[config.mk]
export PLATFORM = sky130hd
export DESIGN_NAME = stlc_multi
export DESIGN_NICKNAME = d
export VERILOG_FILES = /design/src/rtl/stlc_multi.sv
export SDC_FILE = /design/constraint.sdc
export NUM_CORES = 1
export LEC_CHECK = 0
export ABC_AREA = 1
export CAP_MARGIN = 40
export CORE_UTILIZATION = 50
export CTS_BUF_LIST = sky130_fd_sc_hd__clkbuf_2 sky130_fd_sc_hd__clkbuf_4 sky130_fd_sc_hd__clkbuf_8
export DETAILED_ROUTE_END_ITERATION = 10
export GPL_TIMING_DRIVEN = 0
export PLACE_DENSITY = 0.8
export SETUP_SLACK_MARGIN = 0.02
export SLEW_MARGIN = 20
export SYNTH_ARGS = -nofsm -noshare
export SYNTH_HDL_FRONTEND = slang
export SYNTH_SLANG_ARGS = --single-unit
[constraint.sdc]
create_clock -name clk -period 1.38 [get_ports clk]
set_input_delay 0.276 -clock clk [delete_from_list [all_inputs] [get_ports clk]]
set_output_delay 0.276 -clock clk [all_outputs]
set_load 0.005 [all_outputs]
[src/rtl/stlc_multi.sv]
// stlc_multi: round-robin sensor-actuated traffic-light controller for N_PH conflicting phases
// Ports:
//   clk      rising-edge clock
//   rst_n    asynchronous active-low reset (all red, phase 0, requests dropped)
//   sensor   per-phase vehicle detect, level, synchronous to clk
//   r_light  red lamp per phase
//   g_light  green lamp per phase
//   y_light  yellow lamp per phase
//   phase    index of the active (or last served) phase
module stlc_multi #(
    parameter int N_PH    = 2,
    parameter int CNT_W   = 8,
    parameter int T_AR    = 1,
    parameter int T_Y     = 3,
    parameter int T_MIN_G = 4,
    parameter int T_MAX_G = 16,
    parameter int PH_W    = $clog2(N_PH)
) (
    input  logic            clk,
    input  logic            rst_n,
    input  logic [N_PH-1:0] sensor,
    output logic [N_PH-1:0] r_light,
    output logic [N_PH-1:0] g_light,
    output logic [N_PH-1:0] y_light,
    output logic [PH_W-1:0] phase
);
    typedef enum logic [1:0] {ALL_RED, GREEN, YELLOW} state_t;

    state_t           state;
    logic [CNT_W-1:0] cnt;
    logic [N_PH-1:0]  req, req_nxt, dem;
    logic [PH_W-1:0]  rr, idx;
    logic             other, found, enter_g, to_y, to_ar, sat;

    always_comb begin
        dem = req | sensor;
        other = 1'b0;
        for (int j = 0; j < N_PH; j++)
            if (PH_W'(j) != phase) other = other | dem[j];
        // round-robin pick: phase+1 first, the current phase last
        rr = phase;
        idx = '0;
        found = 1'b0;
        for (int k = 1; k <= N_PH; k++) begin
            idx = PH_W'((int'(phase) + k) % N_PH);
            if (!found && dem[idx]) begin
                rr = idx;
                found = 1'b1;
            end
        end
        enter_g = state == ALL_RED && int'(cnt) >= T_AR - 1 && |dem;
        to_y = state == GREEN && int'(cnt) >= T_MIN_G - 1 && other &&
               (!sensor[phase] || int'(cnt) == T_MAX_G - 1);
        to_ar = state == YELLOW && int'(cnt) == T_Y - 1;
        sat = state == GREEN ? int'(cnt) == T_MAX_G - 1 : &cnt;
        // clearing on green entry wins over a same-edge sensor set
        for (int i = 0; i < N_PH; i++)
            req_nxt[i] = (req[i] | (sensor[i] & ~(state == GREEN && phase == PH_W'(i))))
                         & ~(enter_g && rr == PH_W'(i));
        r_light = '1;
        g_light = '0;
        y_light = '0;
        if (state == GREEN) begin
            g_light[phase] = 1'b1;
            r_light[phase] = 1'b0;
        end
        if (state == YELLOW) begin
            y_light[phase] = 1'b1;
            r_light[phase] = 1'b0;
        end
    end

    always_ff @(posedge clk or negedge rst_n) begin
        if (!rst_n) begin
            state <= ALL_RED;
            phase <= '0;
            cnt   <= '0;
            req   <= '0;
        end else begin
            req <= req_nxt;
            cnt <= (enter_g || to_y || to_ar) ? '0 : sat ? cnt : cnt + CNT_W'(1);
            if (enter_g) begin
                state <= GREEN;
                phase <= rr;
            end else if (to_y) state <= YELLOW;
            else if (to_ar) state <= ALL_RED;
            else if (!(state inside {ALL_RED, GREEN, YELLOW})) state <= ALL_RED;
        end
    end
endmodule

==> images/floorplan.png <==
Drawn at 8 px/um. Pins as bars on the die edge.
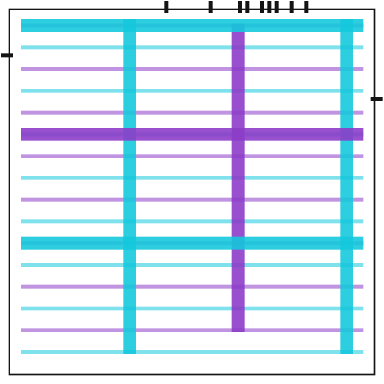
[VDD] purple
[VSS] cyan
met5 straps: 3
met1 rails: 16
rows: 15
signal pins: 11
met4 straps: 3

==> results.txt <==
On the backend side, the flow ran end to end.

The sequential group share of total power stands at 0.255. Per the run report, area growth between synthesis and finish was 36.2%. Once layout is done, the placed cells without fillers occupy 1290 um^2.

The part of the cycle the worst path needs stands at 1.13. The final setup violation count stands at 18. In the synthesized netlist, the number of instances is 121. The logic share of the area stands at 0.511. The tally of nets with antenna violations remaining after routing stands at 0. The run finished, with violations left. For reference, the clock transition at the flip-flops on the worst setup and hold paths is roughly 0.080 ns. The analysis reports a worst IR drop on VDD of 1230 uV.

The length of routed wiring on met1 stands at 1060 um. After layout, the inverter instance count without clock inverters stands at 18. Per the run summary, max-cap violations total 0. The post-CTS hold buffer count recorded in the log is 0.

The checks that failed: negative setup slack. The critical path in the final layout is reported with a setup slack of -0.185 ns. The detailed-route wire length per cell stands at 13.4 um. The count of placed standard cells including taps stands at 156. The xor and xnor fraction of the mapped netlist area stands at 0.0185. Yosys reports that the most numerous cell types are sky130_fd_sc_hd__nand2_1, sky130_fd_sc_hd__nor2_1, sky130_fd_sc_hd__inv_1.
==> images/class_map.png <==
Drawn at 10 px/um. Fill, decap, tap and diode cells in grey.
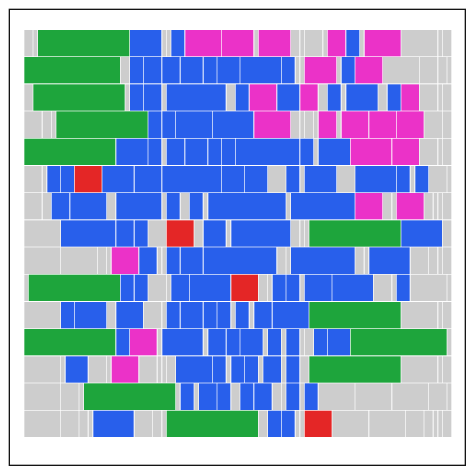
[registers] green | cells: 13 | share of their area: 26%
[remaining buffers and delay cells] magenta | cells: 22 | share of their area: 14%
[remaining logic cells] blue | cells: 109 | share of their area: 58%
[clock drivers and dummy loads] red | cells: 4 | share of their area: 2.4%

Power figures rest on the tool's default switching activity, not on a simulated workload.
